`src/rtl/uart_tx_sched.sv`:
```
// Round-robin scheduler sharing one uart_tx between NREQ byte requesters.
// It also sequences the uart_tx clock gate: wake, launch, track busy, hold, then sleep.
module uart_tx_sched #(
   parameter int NREQ     = 4,
   parameter int WAKE_CYC = 2,
   parameter int HOLD_CYC = 16,
   parameter int BUSY_TO  = 4
) (
   input  logic                      clk,
   input  logic                      rst_n,
   input  logic [NREQ-1:0]           req,
   input  logic [8*NREQ-1:0]         req_data,
   output logic [NREQ-1:0]           ack,
   output logic                      tx_start,
   output logic [7:0]                tx_data,
   input  logic                      tx_busy,
   output logic                      gate_en,
   output logic [$clog2(NREQ)-1:0]   owner,
   output logic                      active,
   output logic                      err_to
);

   localparam int IW  = $clog2(NREQ);
   localparam int IW1 = IW + 1;
   localparam int WW  = $clog2(WAKE_CYC + 1);
   localparam int HW  = $clog2(HOLD_CYC + 1);
   localparam int TW  = $clog2(BUSY_TO + 1);

   localparam logic [WW-1:0] WAKE_LAST = WW'(WAKE_CYC - 1);
   localparam logic [HW-1:0] HOLD_LAST = HW'(HOLD_CYC - 1);
   localparam logic [TW-1:0] TO_LAST   = TW'(BUSY_TO - 1);

   typedef enum logic [2:0] {
      IDLE,
      WAKE,
      LAUNCH,
      WAIT_BUSY,
      WAIT_DONE,
      HOLD
   } state_t;

   state_t          state;
   logic [IW-1:0]   ptr;
   logic [WW-1:0]   wake_cnt;
   logic [HW-1:0]   hold_cnt;
   logic [TW-1:0]   to_cnt;

   logic            grant_vld;
   logic [IW-1:0]   grant_idx;
   logic [IW-1:0]   grant_next;
   logic [7:0]      grant_data;

   // Scan from ptr upward with wrap; the lowest offset that has req set wins.
   function automatic logic [IW:0] rr_pick(input logic [NREQ-1:0] r, input logic [IW-1:0] p);
      logic [IW:0]  res;
      logic [IW1-1:0] s;
      res = '0;
      for (int k = NREQ - 1; k >= 0; k--) begin
         s = {1'b0, p} + IW1'(k);
         if (s >= IW1'(NREQ)) s = s - IW1'(NREQ);
         if (r[s[IW-1:0]]) res = {1'b1, s[IW-1:0]};
      end
      return res;
   endfunction

   always_comb begin
      {grant_vld, grant_idx} = rr_pick(req, ptr);
      grant_next = (grant_idx == IW'(NREQ - 1)) ? '0 : grant_idx + 1'b1;
      grant_data = '0;
      for (int i = 0; i < NREQ; i++) begin
         if (grant_idx == IW'(i)) grant_data = req_data[8*i +: 8];
      end
   end

   always_ff @(posedge clk or negedge rst_n) begin
      if (!rst_n) begin
         state    <= IDLE;
         ptr      <= '0;
         wake_cnt <= '0;
         hold_cnt <= '0;
         to_cnt   <= '0;
         ack      <= '0;
         tx_start <= 1'b0;
         tx_data  <= '0;
         gate_en  <= 1'b0;
         owner    <= '0;
         active   <= 1'b0;
         err_to   <= 1'b0;
      end else begin
         ack      <= '0;
         tx_start <= 1'b0;
         err_to   <= 1'b0;
         case (state)
            IDLE: begin
               if (grant_vld) begin
                  ack      <= NREQ'(1) << grant_idx;
                  owner    <= grant_idx;
                  ptr      <= grant_next;
                  tx_data  <= grant_data;
                  gate_en  <= 1'b1;
                  active   <= 1'b1;
                  wake_cnt <= '0;
                  state    <= WAKE;
               end
            end
            WAKE: begin
               if (wake_cnt == WAKE_LAST) state <= LAUNCH;
               else wake_cnt <= wake_cnt + 1'b1;
            end
            // Never start a byte while the previous one is still shifting out.
            LAUNCH: begin
               if (!tx_busy) begin
                  tx_start <= 1'b1;
                  to_cnt   <= '0;
                  state    <= WAIT_BUSY;
               end
            end
            WAIT_BUSY: begin
               if (tx_busy) begin
                  state <= WAIT_DONE;
               end else if (to_cnt == TO_LAST) begin
                  err_to   <= 1'b1;
                  hold_cnt <= '0;
                  state    <= HOLD;
               end else begin
                  to_cnt <= to_cnt + 1'b1;
               end
            end
            WAIT_DONE: begin
               if (!tx_busy) begin
                  hold_cnt <= '0;
                  state    <= HOLD;
               end
            end
            // Clock is still running here, so a new grant skips the wake delay.
            HOLD: begin
               if (grant_vld) begin
                  ack     <= NREQ'(1) << grant_idx;
                  owner   <= grant_idx;
                  ptr     <= grant_next;
                  tx_data <= grant_data;
                  state   <= LAUNCH;
               end else if (hold_cnt == HOLD_LAST) begin
                  gate_en <= 1'b0;
                  active  <= 1'b0;
                  state   <= IDLE;
               end else begin
                  hold_cnt <= hold_cnt + 1'b1;
               end
            end
            default: state <= IDLE;
         endcase
      end
   end

endmodule

```
`config.mk`:
```
export PLATFORM = sky130hd
export DESIGN_NAME = uart_tx_sched
export DESIGN_NICKNAME = d
export VERILOG_FILES = /design/src/rtl/uart_tx_sched.sv
export SDC_FILE = /design/constraint.sdc
export NUM_CORES = 1
export LEC_CHECK = 0
export CORE_MARGIN = 1.5
export CORE_UTILIZATION = 39
export CTS_CLUSTER_DIAMETER = 100
export DETAILED_ROUTE_END_ITERATION = 8
export GPL_ROUTABILITY_DRIVEN = 0
export PLACE_DENSITY_LB_ADDON = 0.2
export SYNTH_ARGS = -nofsm -noshare
export SYNTH_HDL_FRONTEND = slang
export SYNTH_SLANG_ARGS = --single-unit
```
`constraint.sdc`:
```
create_clock -name clk -period 6.11 [get_ports clk]
set_clock_uncertainty 0.05 [all_clocks]
set_input_delay 0.611 -clock clk [delete_from_list [all_inputs] [get_ports clk]]
set_output_delay 0.611 -clock clk [all_outputs]
set_load 0.01 [all_outputs]
```
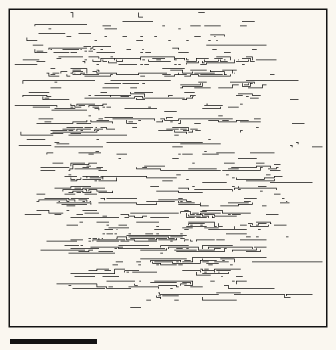
run_1/layer_met1.png
The bar under the picture is 20 um long.
longest straight run: 22.1 um
wire length on this layer: 1,980 um
share of all routed wire: 47%
total wire length: 4240 um
met1 usage in global routing: 0.234
via count: 1,670

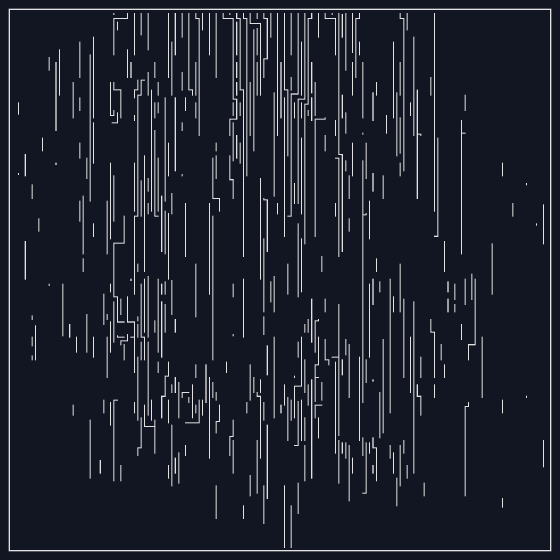
run_1/layer_met2.png
share of all routed wire: 48%
nets with wire on the layer: 253
wire length on this layer: 2,050 um
met2 Use GR: 0.269

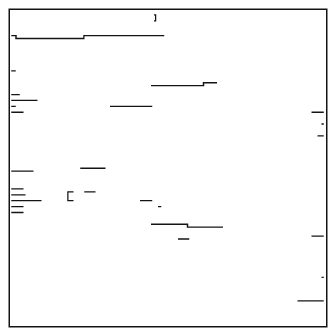
run_1/layer_met3.png
main direction: horizontal
share of all routed wire: 3.4%
longest straight run: 18.4 um
GR Util met3: 0.0428

==> results_dict.tcl, run 1 <==
# yosys + openroad results
set metrics [dict create \
    post-cts-setup-buffer-count 0 \
    core-area_um2 4720 \
    setup_tns_ps 0 \
    regToRegEndpoint "tx_data[5]" \
    lay_top_count "clkdlybuf4s50_1" \
    row_count 25 \
    grt_max_degree 33 \
    seq-cell-share 0.313 \
    seq_cell_count 32 \
    path_depth 10 \
    relSlewSlack 0.556 \
    die_y_um 72.9 \
    reg_top3 "tx_data x8, hold_cnt x5, ack x4" \
    crit_buf_inv 3 \
    sh_comb_area 0.367 \
    ys.flops 32 \
    p_per_area_nw_per_um2 435 \
    rsz0062_at_grt "false" \
    endpoint "tx_data[5]" \
    combGateArea_um2 938 \
    ir_drop_mv 0.211 \
    critical-path-top-delay-family "AND-OR/OR-AND gates" \
    first_pass_iters 4 \
    nClkBuffers 8 \
    clk_latency_ps 290 \
    top_cells_by_count "33 x a21oi_1, 32 x dfrtp_1, 19 x inv_1" \
    cp.required_ps 6210 \
    async_reset_ff_frac 1.00 \
    cap_violations 0 \
    rr_worst_depth 9 \
    clkSinkCount 32 \
    mostFrequentLayoutCells "56 x clkdlybuf4s50_1, 33 x a21oi_1, 32 x dfrtp_1" \
    cts_buffers 5 \
    synth-edff-count 0 \
    grt_pass1_vias 1502 \
    cts_tree "yes" \
    worst_slew_pin_slew_ps 660 \
    synthXorXnorAreaFrac 0.00460 \
    vias_per_cell 5.06 \
    grt_pass1_wl_um 7070 \
    die_w_um 72.9 \
    inverters 19 \
    drc 0 \
    synthTopLogicFamily "AND-OR/OR-AND gates" \
    tapCellCount 67 \
    seqPwrFrac 0.336 \
    ys_seq_share 0.420 \
    ys_cells 213 \
    critPathMaxStageDelay_ps 550 \
    synthAdderAreaFrac 0.0591 \
    startpoint "req[3]" \
    warnings 29 \
    clk_share 0.0352 \
    fmax_mhz 330 \
    logic_gates 146 \
    clk_pin_slew_ps 70 \
    dpl_cell_area_um2 2470 \
    hp-class "flip-flop to flip-flop" \
    antenna_found_initial 0 \
    p_switching_uw 437 \
    ys_sh_simple 0.147 \
    outcome "complete, no violations" \
    instances_no_fill 330 \
    dp.final_hpwl_um 3050 \
    p_leak_uw 0.00111 \
    syn_inst 213 \
    cts_resized 0 \
    io_buffers 56 \
    clockPowerShare 0.153 \
    top_area_cell "dfrtp_1" \
    ant_nets 0 \
    drt-initial-drc-count 133 \
    gr-usage-all-layers 0.174 \
    most_common_cell "a21oi_1" \
    ys_warn_count 0 \
    fp-utilization 0.403 \
    grt_overflow 0 \
    fin_nets 310 \
    fin_crit_ps 3030 \
    fp_nets 261 \
    regMostFlops "tx_data" \
    die_area_um2 5310 \
    root_buffer "clkbuf_8" \
    dp.cells 322 \
    clock_path_buffers 2 \
    r2r_slack_ps 3620 \
    design_area_um2 2560 \
    drive_above_1_share 0.0722 \
    p_int_uw 676 \
    final_util 0.542 \
    netlist_area_um2 1900 \
    drv_slew 0 \
    dp_worst_setup_slack_ps 2810 \
    largest_reg_flops 8 \
    setup-violations-final 0 \
    swShare 0.393 \
    hold_slack_ps 446 \
    crit_chain "clkdlybuf4s50_1 -> inv_1 -> a22o_1 -> a221oi_1 -> inv_1 -> ha_1 -> a21oi_1 -> o21ai_0 -> a22oi_1 -> a21oi_1" \
    cp_max_fo 17 \
    crit_slowest_cell "a221oi_1" \
    area_growth_pct 34.4 \
    seqCellArea_um2 801 \
    mux_share 0.0283 \
    comb_power_share 0.512 \
    startpoint_type "input port" \
    r2r_start "ptr[0]" \
    synth_cell_types 43 \
    setup_ws_ps 3080 \
    ctsHoldBuffers 0 \
    syn_avg_cell_area_um2 8.94 \
    power.total_uw 1110 \
    aoi_share 0.254 \
    antenna_cells 0 \
    synth.top_cell.area_share 0.420 \
    n_all_buffers 58 \
    final_hold_viol_count 0 \
    h-tree-depth 2 \
    fillers 440 \
    cp-end-kind "flip-flop" \
    critical_path_class "input port to flip-flop" \
    flop_cell "dfrtp_1" \
    ys_area_um2 1900 \
    cp_data_arrival_time_ps 3140 \
    post-route-period-util 0.496 \
    ys_top_cells_by_area "dfrtp_1 42%, a21oi_1 8.7%, ha_1 5.9%, o21ai_0 3.9%, inv_1 3.7%" \
    area_dominant_class "combinational gates" \
    nonClkBufAreaFrac 0.225 \
    wl_per_cell_um 12.9 \
    ios 57 \
]
[run 1: power groups by stage]
stage	combinational, uW	sequential [uW]	clock, uW
3_5_place_dp	572	376	0
4_1_cts	575	374	175
6_report	570	374	170
2_1_floorplan	406	363	0
5_1_grt	639	388	182
3_3_place_gp	565	375	0
[run 1: worst min-delay path by stage]
stage	startpoint	end	slack [ps]	depth (start not counted)
floorplan	rst_n	ack[0]	270	0
global placement	to_cnt[2]	to_cnt[2]	430	1
detailed placement	hold_cnt[4]	hold_cnt[4]	430	1
CTS	to_cnt[2]	to_cnt[2]	460	1
global route	hold_cnt[4]	hold_cnt[4]	470	1
finish	to_cnt[2]	to_cnt[2]	450	1
[run 1: metal layers]
layer  global-route usage  routed length (um)
met2                0.269                2050
met1                0.234                1980
met5                    0                   0
met4               0.0713                  72
met3               0.0428                 143
## Run 2: what changed since run 1
- clock period: 6.11 -> 2.6 ns (I/O delays scaled with it)
==> run 2 against run 1 <==
- sequential share of layout area fell by 0.86 points
- sequential power increased by 130%
- critical path depth unchanged
- non-clock buffer count up 6
- die size unchanged
- cell area is 2.8% higher
- largest cell class unchanged
- largest power group unchanged
==> results_dict.tcl, run 2 <==
# yosys + openroad results
set metrics [dict create \
    outcome "complete, no violations" \
    drt-initial-drc-count 111 \
    clk_pin_slew_ps 70 \
    startpoint_type "input port" \
    cp-end-kind "flip-flop" \
    endpoint "tx_data[7]" \
    setup_tns_ps 0 \
    nClkBuffers 5 \
    r2r_slack_ps 460 \
    grt_max_degree 33 \
    grtUsageMet1 0.219 \
    hold_slack_ps 333 \
    crit_buf_inv 3 \
    ys_cells 213 \
    n_all_buffers 64 \
    drv_slew 0 \
    synthXorXnorAreaFrac 0.00460 \
    p_leak_uw 0.00115 \
    critPathMaxStageDelay_ps 500 \
    rr_worst_depth 9 \
    startpoint "req[3]" \
    dp.cells 328 \
    synthTopLogicFamily "AND-OR/OR-AND gates" \
    fmax_mhz 432 \
    top_area_cell "dfrtp_1" \
    ys_seq_share 0.420 \
    top_cells_by_count "33 x a21oi_1, 32 x dfrtp_1, 19 x inv_1" \
    die_area_um2 5310 \
    crit_chain "clkdlybuf4s50_1 -> inv_1 -> a22o_1 -> a221oi_2 -> inv_1 -> ha_1 -> a21oi_1 -> o21ai_0 -> a22oi_1 -> a21oi_1" \
    dpl_cell_area_um2 2510 \
    ctsHoldBuffers 0 \
    path_depth 10 \
    gr-usage-met3 0.0401 \
    regToRegEndpoint "tx_data[7]" \
    grt_pass1_vias 1564 \
    seq_cell_count 32 \
    tapCellCount 67 \
    first_pass_iters 4 \
    rsz0062_at_grt "false" \
    drc 0 \
    ios 57 \
    inverters 19 \
    relSlewSlack 0.514 \
    cts_resized 0 \
    fin_crit_ps 2310 \
    fillers 440 \
    fp_nets 261 \
    drive_above_1_share 0.104 \
    ys_area_um2 1900 \
    routed.top_layer "met4" \
    dp.final_hpwl_um 3170 \
    cp_max_fo 13 \
    seqCellArea_um2 801 \
    final_hold_viol_count 0 \
    syn_inst 213 \
    crit_slowest_cell "clkdlybuf4s50_1" \
    gr-usage-all-layers 0.168 \
    core-area_um2 4720 \
    instances_no_fill 336 \
    synth_cell_types 43 \
    cp_data_arrival_time_ps 2390 \
    grt_overflow 0 \
    clk_latency_ps 280 \
    syn_avg_cell_area_um2 8.94 \
    critical-path-top-delay-family "AND-OR/OR-AND gates" \
    ys_warn_count 0 \
    cp.required_ps 2680 \
    sh_comb_area 0.359 \
    ys.flops 32 \
    route.met3.wl_um 132 \
    hp-class "input port to async pin" \
    reg_top3 "tx_data x8, hold_cnt x5, ack x4" \
    root_buffer "clkbuf_8" \
    ys_sh_simple 0.147 \
    cap_violations 0 \
    regMostFlops "tx_data" \
    worst_slew_pin_slew_ps 725 \
    post-route-period-util 0.890 \
    mostFrequentLayoutCells "56 x clkdlybuf4s50_1, 33 x a21oi_1, 32 x dfrtp_1" \
    fin_nets 316 \
    p_per_area_nw_per_um2 1050 \
]
[run 2: cell count changes in the layout (fill, tap and decap cells not counted)]
cell,delta
a221oi_1,-1
a221oi_2,+1
buf_4,+6
clkbuf_1,-2
clkinvlp_4,+1
bufinv_16,+1
clkinv_2,+1
clkbuf_8,-1
[run 2: report_power, final]
part / internal, uW / switching [uW] / leakage (uW)
registers: 696 / 151 / 0.000401
logic: 719 / 712 / 0.000700
clock network: 283 / 195 / 0.0000541
[run 2: worst register-to-register path: stages, from the launching register on]
cell and delay (ps):
dfrtp_1 430, a21oi_1 130, o21ai_0 80, a21oi_1 270
inv_1 110, ha_1 380, a21oi_1 170, o21ai_0 100
a22oi_1 170, a21oi_1 100
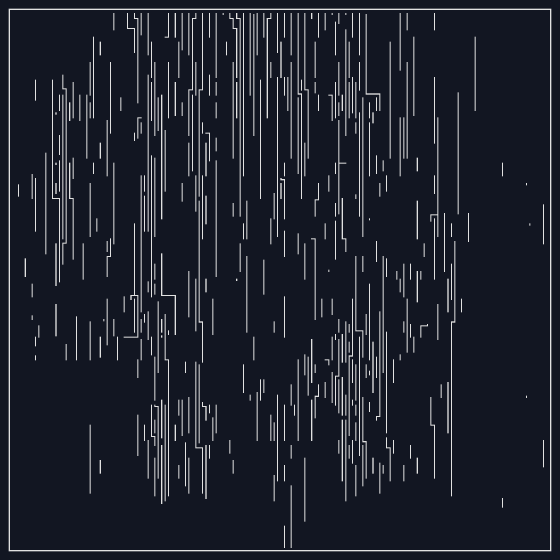
run_2/layer_met2.png
wire length on this layer: 2,040 um
longest straight run: 26.7 um
share of all routed wire: 47%
main direction: vertical
nets with wire on the layer: 260
total wire length: 4310 um
met2 Use GR: 0.267
via count: 1,704

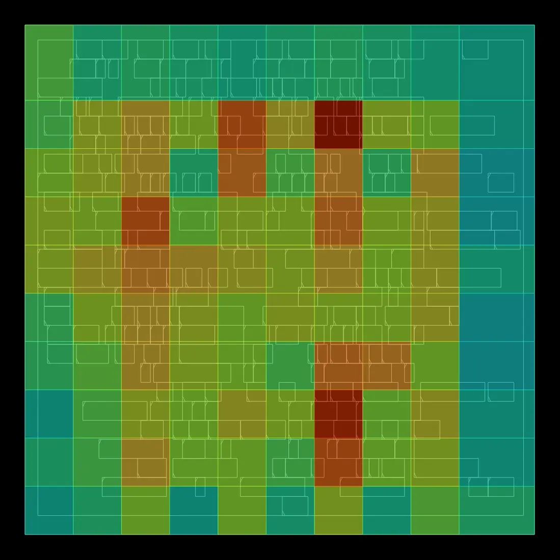
run_2/congestion.png
final core occ: 0.557
layer with the highest usage: met2
Avg WL per Cell: 12.8 um

## Run 3: what changed since run 2
- CELL_PAD_IN_SITES_DETAIL_PLACEMENT: not set -> 1
- CELL_PAD_IN_SITES_GLOBAL_PLACEMENT: not set -> 1
- CORE_UTILIZATION: 39 -> 31
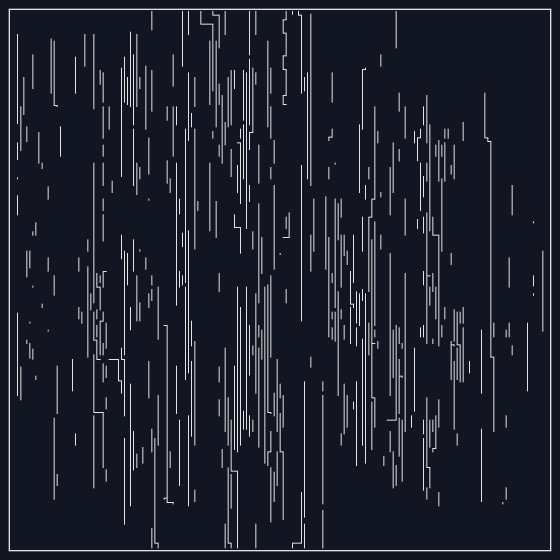
run_3/layer_met2.png
share of all routed wire: 48%
longest straight run: 32.5 um
via count: 1,737
total wire length: 5040 um
met2 Use GR: 0.284

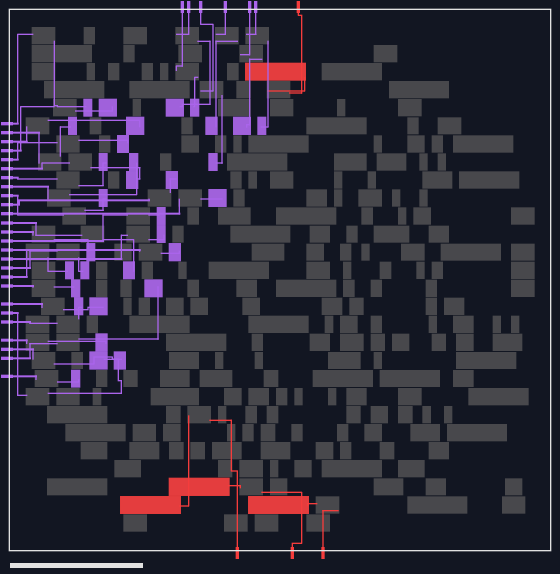
run_3/io_fan.png
The bar under the picture is 20 um long.
[req_data] purple | direction: input | end cells: 32 | buffers: 32 | wire: 596 um
[ack] red | direction: output | end cells: 4 | buffers: 4 | wire: 88.0 um
Port Buffers: 56
Boundary Pins: 57

==> run 3 against run 2 <==
- sequential cell count is the same
- critical path depth unchanged
- clock power decreased by 16%
- cell area up 0.95%
- clock-buffer cell count increased by 3
- worst setup slack better by 21 ps
- critical path type unchanged
- critical endpoint is now tx_data[0]
- largest power group unchanged
==> results_dict.tcl, run 3 <==
# yosys + openroad results
set metrics [dict create \
    wl_met2_um 2410 \
    synthTopLogicFamily "AND-OR/OR-AND gates" \
    cts_resized 0 \
    route.met3.wl_um 234 \
    ys_area_um2 1900 \
    area_growth_pct 39.6 \
    nonClkBufAreaFrac 0.250 \
    grt_overflow 0 \
    grt_max_degree 33 \
    ys_seq_share 0.420 \
    setup_tns_ps 0 \
    dp.cells 340 \
    ir_drop_mv 0.419 \
    dpl_cell_area_um2 2570 \
    grt_pass1_vias 1877 \
    startpoint_type "input port" \
    syn_inst 213 \
    synth_cell_types 43 \
    fp-utilization 0.322 \
    n_all_buffers 68 \
    clk_latency_ps 280 \
    flop_cell "dfrtp_1" \
    nClkBuffers 8 \
    dp_worst_setup_slack_ps 8.87 \
    setup-violations-final 0 \
    h-tree-depth 2 \
    root_buffer "clkbuf_8" \
    gr-usage-all-layers 0.171 \
    drive_above_1_share 0.106 \
    netlist_area_um2 1900 \
    fmax_mhz 436 \
    instances_no_fill 348 \
    mostFrequentLayoutCells "56 x clkdlybuf4s50_1, 33 x a21oi_1, 32 x dfrtp_1" \
    ctsHoldBuffers 0 \
    ys_top_cells_by_area "dfrtp_1 42%, a21oi_1 8.7%, ha_1 5.9%, o21ai_0 3.9%, inv_1 3.7%" \
    aoi_share 0.254 \
    routed.top_layer "met4" \
    drt-initial-drc-count 40 \
    seq_cell_count 32 \
    cts_buffers 5 \
    largest_reg_flops 8 \
    sh_comb_area 0.353 \
    fillers 706 \
    drc 0 \
    design_area_um2 2660 \
    cts_tree "yes" \
    worst_slew_pin_slew_ps 819 \
    final_util 0.449 \
    top_area_cell "dfrtp_1" \
    top_cells_by_count "33 x a21oi_1, 32 x dfrtp_1, 19 x inv_1" \
    inverters 19 \
    cap_violations 0 \
    cp-end-kind "flip-flop" \
    outcome "complete, no violations" \
    rsz0062_at_grt "false" \
    logic_gates 146 \
    ys_warn_count 0 \
    grt.busiest_layer "met2" \
    power.total_uw 2760 \
    synth.top_cell.area_share 0.420 \
    seq-cell-share 0.301 \
    die_y_um 81.4 \
    fp_nets 261 \
    tapCellCount 75 \
    regMostFlops "tx_data" \
    combGateArea_um2 938 \
    clkSinkCount 32 \
    cp_data_arrival_time_ps 2450 \
    setup_ws_ps 308 \
    cp.required_ps 2760 \
    antenna_found_initial 0 \
    cp_max_fo 13 \
    grt_pass1_wl_um 8580 \
    synthXorXnorAreaFrac 0.00460 \
    reg_top3 "tx_data x8, hold_cnt x5, ack x4" \
    p_per_area_nw_per_um2 1040 \
    vias_per_cell 4.99 \
    mux_share 0.0283 \
    clk_pin_slew_ps 70 \
    clk_share 0.0339 \
    fin_crit_ps 2290 \
    area_dominant_class "combinational gates" \
    seqCellArea_um2 801 \
    gr-usage-met3 0.0506 \
    die_area_um2 6620 \
    row_count 28 \
    dp.final_hpwl_um 3680 \
    warnings 29 \
    rr_worst_depth 8 \
    clock_path_buffers 2 \
    wl_per_cell_um 14.5 \
    lay_top_count "clkdlybuf4s50_1" \
    core-area_um2 5920 \
    ant_nets 0 \
    die_w_um 81.4 \
    drv_slew 0 \
    synth-edff-count 0 \
    ys_cells 213 \
    fin_nets 320 \
    hold_slack_ps 335 \
]
-- run 3: report_power, final --
part / internal (uW) / switching (uW) / leakage [uW]
logic: 757 / 754 / 0.000722
registers: 696 / 153 / 0.000401
clock network: 216 / 185 / 0.0000455
-- run 3: worst paths after layout --
kind,start,to,slack [ps]
worst min-delay path,rst_n,ack[3],330
worst max-delay path,req[3],tx_data[0],310
max in group asynchronous,rst_n,state[0],1860
worst max register to register,ptr[1],tx_data[0],450
min in group clk,hold_cnt[4],hold_cnt[4],460
worst min register to register,hold_cnt[4],hold_cnt[4],460
-- run 3: critical path: stages --
cell	delay, ps
clkdlybuf4s50_1	480
inv_1	80
a22o_1	240
a221oi_1	310
inv_1	110
ha_1	360
buf_4	210
a21oi_1	160
a22oi_1	80
a21oi_1	150
No activity file was given, so power comes from the tool's default toggle rates.
